`src/rtl/serial_byte_receiver_pkg.sv`:
```
// Shared constants and state encoding for the serial byte link (transmitter and receiver).
// Frame layout: DEPTH bytes of DATA_W bits, MSB first, address order 0..DEPTH-1.
package serial_byte_receiver_pkg;

    localparam int DATA_W = 8;
    localparam int DEPTH  = 16;
    localparam int ADDR_W = 4;

    typedef enum logic [1:0] {
        IDLE = 2'd0,
        RECV = 2'd1,
        DONE = 2'd2
    } state_t;

endpackage

```
`src/rtl/serial_byte_receiver_if.sv`:
```
// Serial receive side bundle: bit stream in, completed-byte strobe and read port out.
// Optional checksum output is present when SERIAL_RX_CHECKSUM_EN is defined.
interface serial_byte_receiver_if;
    import serial_byte_receiver_pkg::*;

    logic              start;
    logic              bit_en;
    logic              serial_in;
    logic [DATA_W-1:0] byte_out;
    logic              byte_valid;
    logic [ADDR_W-1:0] wr_addr;
    logic              frame_done;
    logic              busy;
    logic [ADDR_W-1:0] rd_addr;
    logic [DATA_W-1:0] rd_data;
`ifdef SERIAL_RX_CHECKSUM_EN
    logic [DATA_W-1:0] checksum;
`endif

    // Driver side of the link plus the reader of the memory port.
    modport master (
        output start, bit_en, serial_in, rd_addr,
`ifdef SERIAL_RX_CHECKSUM_EN
        input  checksum,
`endif
        input  byte_out, byte_valid, wr_addr, frame_done, busy, rd_data
    );

    modport slave (
        input  start, bit_en, serial_in, rd_addr,
`ifdef SERIAL_RX_CHECKSUM_EN
        output checksum,
`endif
        output byte_out, byte_valid, wr_addr, frame_done, busy, rd_data
    );

endinterface

```
`src/rtl/serial_byte_receiver_rx_shift_reg.sv`:
```
// Serial-in/parallel-out register: shifts MSB first, pulses done the cycle after the W-th bit.
// restart realigns the bit counter; a bit sampled together with restart is bit 0 of a new word.
module rx_shift_reg #(
    parameter int W = 8
) (
    input  logic         clk,
    input  logic         clear,
    input  logic         restart,
    input  logic         en,
    input  logic         din,
    output logic [W-1:0] data,
    output logic         done
);
    localparam int CNT_W = $clog2(W);

    logic [CNT_W-1:0] cnt;

    always_ff @(posedge clk or negedge clear) begin
        if (!clear) begin
            data <= '0;
            cnt  <= '0;
            done <= 1'b0;
        end else begin
            done <= 1'b0;
            if (en) begin
                data <= {data[W-2:0], din};
                if (restart) begin
                    cnt <= CNT_W'(1);
                end else if (cnt == CNT_W'(W - 1)) begin
                    cnt  <= '0;
                    done <= 1'b1;
                end else begin
                    cnt <= cnt + CNT_W'(1);
                end
            end else if (restart) begin
                cnt <= '0;
            end
        end
    end

endmodule

```
`src/rtl/serial_byte_receiver.sv`:
```
// Receive end of the MSB-first serial byte link; stores one DEPTH-byte frame in local memory.
// Define SERIAL_RX_CHECKSUM_EN to add a running XOR checksum of the bytes written since start.
module serial_byte_receiver
    import serial_byte_receiver_pkg::*;
(
    input  logic                   clk,
    input  logic                   clear,
    serial_byte_receiver_if.slave  rx,
    output state_t                 dbg_state
);

    state_t            state;
    logic [ADDR_W-1:0] byte_cnt;
    logic [DATA_W-1:0] mem [DEPTH];
    logic [DATA_W-1:0] sr_data;
    logic              sr_done;
    logic              sample;
`ifdef SERIAL_RX_CHECKSUM_EN
    logic [DATA_W-1:0] csum;
`endif

    // Bits are taken while receiving, and also on the start cycle itself.
    assign sample = rx.bit_en && (rx.start || (state == RECV));

    rx_shift_reg #(.W(DATA_W)) u_shift (
        .clk     (clk),
        .clear   (clear),
        .restart (rx.start),
        .en      (sample),
        .din     (rx.serial_in),
        .data    (sr_data),
        .done    (sr_done)
    );

    // The shift register holds the completed byte for one cycle; commit it on the following edge.
    always_ff @(posedge clk or negedge clear) begin
        if (!clear) begin
            state         <= IDLE;
            byte_cnt      <= '0;
            rx.byte_out   <= '0;
            rx.byte_valid <= 1'b0;
            rx.wr_addr    <= '0;
            rx.frame_done <= 1'b0;
            rx.busy       <= 1'b0;
`ifdef SERIAL_RX_CHECKSUM_EN
            csum          <= '0;
`endif
            for (int i = 0; i < DEPTH; i++) begin
                mem[i] <= '0;
            end
        end else begin
            rx.byte_valid <= 1'b0;
            if (rx.start) begin
                state         <= RECV;
                byte_cnt      <= '0;
                rx.frame_done <= 1'b0;
                rx.busy       <= 1'b1;
`ifdef SERIAL_RX_CHECKSUM_EN
                csum          <= '0;
`endif
            end else if (state == RECV && sr_done) begin
                mem[byte_cnt] <= sr_data;
                rx.byte_out   <= sr_data;
                rx.wr_addr    <= byte_cnt;
                rx.byte_valid <= 1'b1;
                byte_cnt      <= byte_cnt + ADDR_W'(1);
`ifdef SERIAL_RX_CHECKSUM_EN
                csum          <= csum ^ sr_data;
`endif
                if (byte_cnt == ADDR_W'(DEPTH - 1)) begin
                    state         <= DONE;
                    rx.busy       <= 1'b0;
                    rx.frame_done <= 1'b1;
                end
            end
        end
    end

    assign rx.rd_data = mem[rx.rd_addr];
    assign dbg_state  = state;
`ifdef SERIAL_RX_CHECKSUM_EN
    assign rx.checksum = csum;
`endif

endmodule

```
`src/flat_wrapper.sv`:
```
// flat-port wrapper written by rule: the top's interface ports become plain ports
module serial_byte_receiver_flat import serial_byte_receiver_pkg::*;
  (clk, clear, dbg_state, rx_start, rx_bit_en, rx_serial_in, rx_rd_addr, rx_byte_out, rx_byte_valid, rx_wr_addr, rx_frame_done, rx_busy, rx_rd_data);
  serial_byte_receiver_if rx_i ();
  input  logic clk;
  input  logic clear;
  output state_t dbg_state;
  input wire logic [$bits(rx_i.start)-1:0] rx_start;
  input wire logic [$bits(rx_i.bit_en)-1:0] rx_bit_en;
  input wire logic [$bits(rx_i.serial_in)-1:0] rx_serial_in;
  input wire logic [$bits(rx_i.rd_addr)-1:0] rx_rd_addr;
  output wire logic [$bits(rx_i.byte_out)-1:0] rx_byte_out;
  output wire logic [$bits(rx_i.byte_valid)-1:0] rx_byte_valid;
  output wire logic [$bits(rx_i.wr_addr)-1:0] rx_wr_addr;
  output wire logic [$bits(rx_i.frame_done)-1:0] rx_frame_done;
  output wire logic [$bits(rx_i.busy)-1:0] rx_busy;
  output wire logic [$bits(rx_i.rd_data)-1:0] rx_rd_data;
  assign rx_i.start = rx_start;
  assign rx_i.bit_en = rx_bit_en;
  assign rx_i.serial_in = rx_serial_in;
  assign rx_i.rd_addr = rx_rd_addr;
  assign rx_byte_out = rx_i.byte_out;
  assign rx_byte_valid = rx_i.byte_valid;
  assign rx_wr_addr = rx_i.wr_addr;
  assign rx_frame_done = rx_i.frame_done;
  assign rx_busy = rx_i.busy;
  assign rx_rd_data = rx_i.rd_data;
  serial_byte_receiver u_core (.clk(clk), .clear(clear), .rx(rx_i), .dbg_state(dbg_state));
endmodule
```
`config.mk`:
```
export PLATFORM = sky130hd
export DESIGN_NAME = serial_byte_receiver_flat
export DESIGN_NICKNAME = d
export VERILOG_FILES = /design/src/rtl/serial_byte_receiver_pkg.sv /design/src/rtl/serial_byte_receiver_if.sv /design/src/rtl/serial_byte_receiver_rx_shift_reg.sv /design/src/rtl/serial_byte_receiver.sv /design/src/flat_wrapper.sv
export SDC_FILE = /design/constraint.sdc
export NUM_CORES = 1
export LEC_CHECK = 0
export CAP_MARGIN = 10
export CORE_MARGIN = 2
export CORE_UTILIZATION = 34
export DETAILED_ROUTE_END_ITERATION = 7
export PLACE_DENSITY = 0.62
export SLEW_MARGIN = 20
export SYNTH_ARGS = -nofsm -noshare
export SYNTH_HDL_FRONTEND = slang
export SYNTH_SLANG_ARGS = --single-unit
```
`constraint.sdc`:
```
create_clock -name clk -period 1.9 [get_ports clk]
set_input_delay 0.38 -clock clk [delete_from_list [all_inputs] [get_ports clk]]
set_output_delay 0.38 -clock clk [all_outputs]
set_load 0.01 [all_outputs]
```
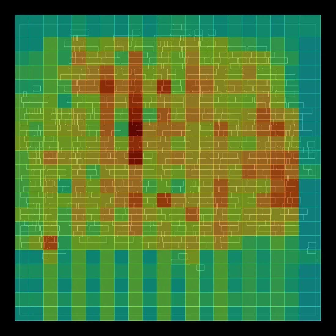
Fig. 1. Routing congestion map (run 1).
routed length per instance: 19.1 µm
busiest grt layer: met2
Util after Layout: 0.432
total track usage: 0.153

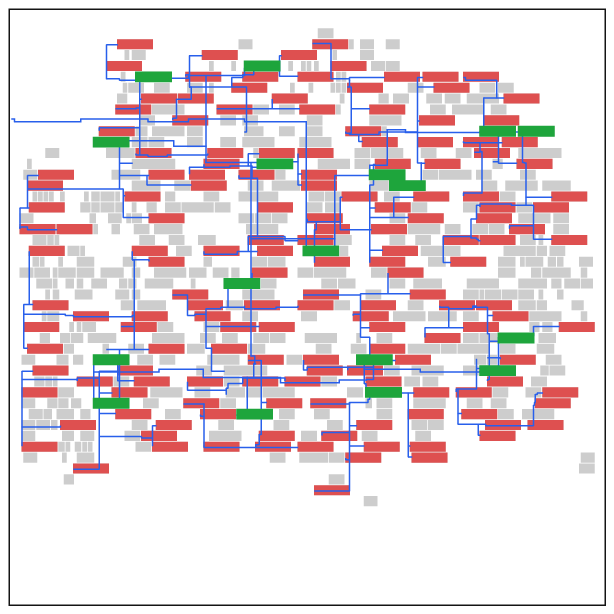
Fig. 2. Clock wires, drivers and flops (run 1).
(4 px per µm)
- green: clock-net drivers (count 17)
- blue: clock wires (length 2000 µm)
- red: flip-flops (count 159)
- routed clock nets: 18
Worst Clk Skew: 0.00632 ns
Clk power: 3520 µW
clock share of power: 0.465
clk ins delay skew pair: 0.43 ns

==> results.py, run 1 <==
# Flow results
metrics = {
    "power_and_ir_drop": {
        "p_int_uw": 5770,
        "p_total_uw": 7570,
        "comb_power_share": 0.045,
        "p_sw_uw": 1800,
        "seq_cell_power_uw": 3710,
        "maxPowerGroup": "registers",
        "peakVddDrop_uv": 576,
    },
    "finish": {
        "biggestCellCategory": "sequential cells",
        "flops": 159,
        "buffer_area_frac": 0.0910,
        "fillers": 1834,
        "areaGrowthSynthToFinish_pct": 23.7,
        "layout_top_cells": "dfrtp_1 (159), mux2_2 (133), nand2_1 (39)",
        "regArea_um2": 3980,
        "inverters": 5,
        "final_nets": 549,
        "sh_seq_area": 0.452,
        "diodes": 0,
        "layout-drive-gt1-share": 0.505,
    },
    "synthesis": {
        "ys_top_logic_family": "multiplexers",
        "ys_seq_share": 0.559,
        "flop_cell": "dfrtp_1",
        "async_reset_ff_frac": 1.00,
        "ys_top_cells_by_count": "dfrtp_1 (159), mux2_2 (133), nand2_1 (42)",
        "synthAdderAreaFrac": 0.0106,
        "area_leaders": "dfrtp_1 (56%), mux2_2 (21%), mux4_2 (10%)",
        "edf_count": 0,
        "syn_area_um2": 7110,
        "synth_stat.cells": 482,
        "yosysWarningCount": 0,
        "synth_area_per_cell_um2": 14.8,
    },
    "outcome": {
        "violations": "setup timing",
        "status": "finished, violations left",
    },
    "detailed_routing": {
        "met1_length_um": 7540,
        "wl_um": 15600,
        "vias": 4189,
        "route.met2.wl_um": 7430,
        "drc": 0,
        "wl_met3_um": 536,
        "detail-route-antenna-nets": 0,
    },
    "final_timing": {
        "setup_slack_ns": -0.241,
        "grt_setup_unrepaired": "yes",
        "finalCritPeriodShare": 1.13,
        "slew_headroom": 0.522,
        "holdWs_ns": 0.439,
        "finalSetupViolCount": 8,
        "hold_viol_final": 0,
    },
    "floorplanning": {
        "dieWidth_um": 149,
        "nWellTaps": 270,
        "die-area_um2": 22100,
        "fp-row-count": 52,
        "io_pins": 34,
    },
    "min_path": {
        "min_path_type": "in2async",
    },
    "critical_path": {
        "crit_family": "buffers and inverters",
        "worstSetupPathType": "in2out",
        "path_cells": "clkdlybuf4s15_1, buf_12, mux4_2, a22oi_2, nand2_2, buf_6",
        "worst_ep_required_time_ns": 1.52,
        "end_kind": "primary output",
        "startpoint": "rx_rd_addr[1]",
    },
    "clock_network": {
        "cts_max_path_buffers": 2,
        "numCtsBuffers": 17,
        "cts.clk_slew.worst_paths_ns": 0.06,
        "postCtsHoldBufs": 1,
        "tritoncts": "built",
        "cts_resized": 61,
    },
    "placed_design": {
        "portBuffers": 33,
        "dp_slack_ns": -0.844,
        "routabilityCongestion": 0.761,
        "hpwl_um": 10300,
    },
    "global_routing": {
        "use_met1": 0.215,
        "antenna_found_initial": 0,
        "grt_max_degree": 43,
        "grt_use_met3": 0.0445,
    },
    "job": {
        "tool_warnings": 31,
        "cap_violations": 0,
    },
}
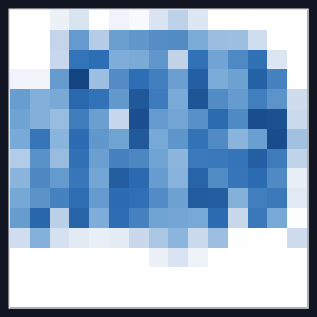
Fig. 3. Local utilization (run 1).
(2 px per µm) 15 x 15 tiles, from white (low) to dark blue (high), 0 to 100% covered.
- mean over tiles: 38%
- nearly empty tiles: 28%
- tiles over 75% full: 12%
- fullest tile: 93%
core area: 20400 µm²
fp_density: 0.349

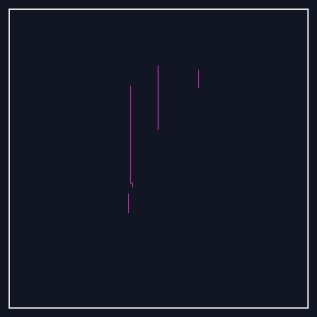
Fig. 4. M4 wires (run 1).
(2 px per µm)
- wire length on this layer: 102 µm
- share of all routed wire: 0.65%
- longest straight run: 48.4 µm
- main direction: vertical

run 1: registers in the layout (all words and copies together) (netlist names):
name / count
u_core.rx.byte_out: 8
u_core.u_shift.data: 8
u_core.dbg_state: 2
u_core.byte_cnt: 4
u_core.rx.wr_addr: 4
u_core.u_shift.done: 1
u_core.mem: 128
u_core.u_shift.cnt: 3
u_core.rx.byte_valid: 1
run 1: path summary, 6_finish.rpt:
path	end	slack, ns	cells after the start
min in group clk	u_core.rx.byte_out[5]	0.48	2
max in group asynchronous	u_core.mem[38]	0.83	3
min	u_core.mem[33]	0.44	2
min reg2reg	u_core.rx.byte_out[5]	0.48	2
max reg2reg	u_core.mem[69]	0.14	6
max	rx_rd_data[4]	-0.24	6
==> run 2, diff against run 1 <==
--- a/config.mk
+++ b/config.mk
@@ -5,12 +5,11 @@
 export SDC_FILE = /design/constraint.sdc
 export NUM_CORES = 1
 export LEC_CHECK = 0
-export CAP_MARGIN = 10
-export CORE_MARGIN = 2
+export CAP_MARGIN = 20
 export CORE_UTILIZATION = 34
 export DETAILED_ROUTE_END_ITERATION = 7
 export PLACE_DENSITY = 0.62
-export SLEW_MARGIN = 20
+export SLEW_MARGIN = 10
 export SYNTH_ARGS = -nofsm -noshare
 export SYNTH_HDL_FRONTEND = slang
 export SYNTH_SLANG_ARGS = --single-unit
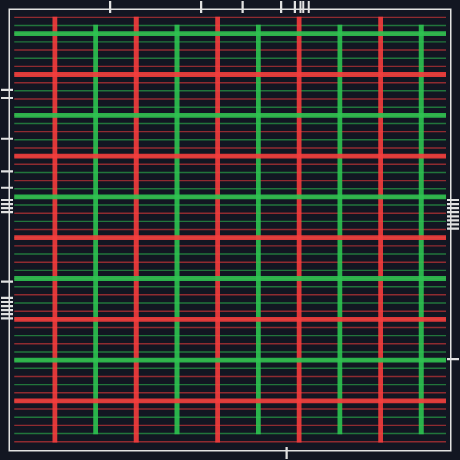
Fig. 5. Floorplan with the power grid (run 2).
(3 px per µm) Pins as bars on the die edge.
- red: VSS
- green: VDD
- met4 straps: 10
- met5 straps: 10
- signal pins: 34
- met1 rails: 53

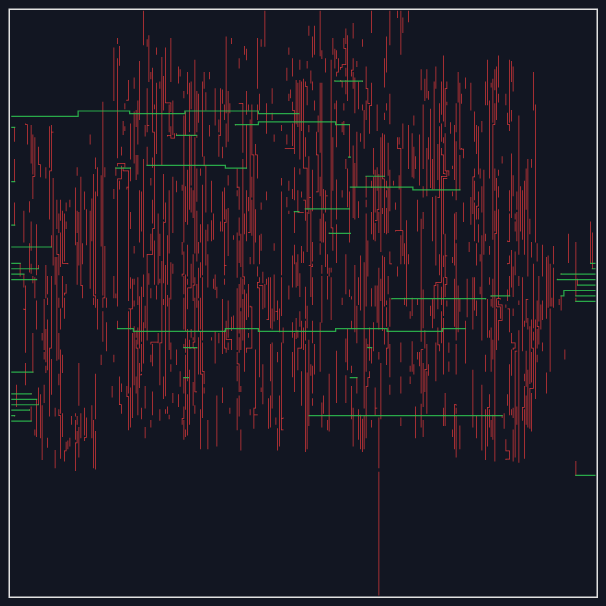
Fig. 6. Routed metal, one color a layer (run 2).
(4 px per µm) Two of the layers only.
- red: M2 (wire length 7430 µm)
- green: M3 (wire length 482 µm)
routed length per instance: 18.6 µm
drt total wl: 15200 µm

==> results.py, run 2 <==
# Flow results
metrics = {
    "final_timing": {
        "clock_skew_ns": 0.00737,
        "hold_viol_final": 0,
        "finalSetupViolCount": 8,
        "slew_headroom": 0.555,
        "setup_slack_ns": -0.199,
        "holdWs_ns": 0.464,
        "grt_setup_unrepaired": "yes",
    },
    "critical_path": {
        "end_kind": "primary output",
        "rr_endpoint": "u_core.mem[82]",
        "path_cells": "mux4_2, a22oi_2, nand2_2, buf_6",
        "reg2reg_depth": 6,
        "worstSetupPathType": "reg2out",
    },
    "floorplanning": {
        "die-area_um2": 21500,
        "io_pins": 34,
        "nWellTaps": 270,
        "fp-row-count": 52,
        "core-area_um2": 20400,
        "fp_util": 0.349,
        "dieWidth_um": 147,
    },
    "synthesis": {
        "area_leaders": "dfrtp_1 (56%), mux2_2 (21%), mux4_2 (10%)",
        "edf_count": 0,
        "ys_top_cells_by_count": "dfrtp_1 (159), mux2_2 (133), nand2_1 (42)",
        "synth_stat.cells": 482,
        "ys_seq_share": 0.559,
        "synth_area_per_cell_um2": 14.8,
        "flop_cell": "dfrtp_1",
        "async_reset_ff_frac": 1.00,
        "yosysWarningCount": 0,
        "ys_top_logic_family": "multiplexers",
    },
    "clock_network": {
        "cts_max_path_buffers": 2,
        "clkLatencyLatePin_ns": 0.42,
        "cts_resized": 59,
        "numCtsBuffers": 17,
        "tritoncts": "built",
        "postCtsHoldBufs": 1,
        "cts.clk_slew.worst_paths_ns": 0.06,
    },
    "detailed_routing": {
        "vias": 4141,
        "wl_met3_um": 481,
        "route.met2.wl_um": 7430,
        "drc": 0,
    },
    "placed_design": {
        "dp_slack_ns": -0.773,
        "hpwl_um": 10700,
        "portBuffers": 33,
        "routabilityCongestion": 0.776,
    },
    "outcome": {
        "status": "finished, violations left",
        "violations": "setup timing",
    },
    "job": {
        "tool_warnings": 31,
        "cap_violations": 0,
    },
    "power_and_ir_drop": {
        "comb_power_share": 0.044,
        "p_clk_frac": 0.447,
        "p_total_uw": 7270,
    },
    "finish": {
        "areaGrowthSynthToFinish_pct": 22.2,
        "inverters": 5,
        "buffer_area_frac": 0.0864,
        "largest_register_ffs": 128,
        "sh_seq_area": 0.458,
        "flops": 159,
        "largest_register": "u_core.mem",
        "fillers": 1830,
        "final_nets": 551,
        "layout-drive-gt1-share": 0.504,
    },
    "min_path": {
        "min_path_type": "in2async",
    },
    "global_routing": {
        "use_met1": 0.210,
        "gr-max-usage-layer": "met2",
        "grt_use_met3": 0.0381,
    },
}
==> run 2: cell counts after synthesis <==
Identical to the previous run, type by type.
==> run 2: how the worst max path moves through the flow <==
stage | from | endpoint | cells past startpoint
2_1_floorplan | rx_rd_addr[0] | rx_rd_data[6] | 5
3_3_place_gp | rx_rd_addr[1] | rx_rd_data[6] | 6
3_5_place_dp | rx_rd_addr[1] | rx_rd_data[6] | 6
4_1_cts | u_core.mem[35] | rx_rd_data[3] | 4
5_1_grt | u_core.mem[62] | rx_rd_data[6] | 4
6_report | u_core.mem[38] | rx_rd_data[6] | 4
==> run 2: critical path: cells and delay by family, from the launching register on <==
family,cells,cell delay (ns)
multiplexers,1,0.49
flip-flops,1,0.38
AND-OR/OR-AND,1,0.19
buffers and inverters,1,0.13
AND/OR/NAND/NOR,1,0.11
Power figures rest on the tool's default switching activity, not on a simulated workload.
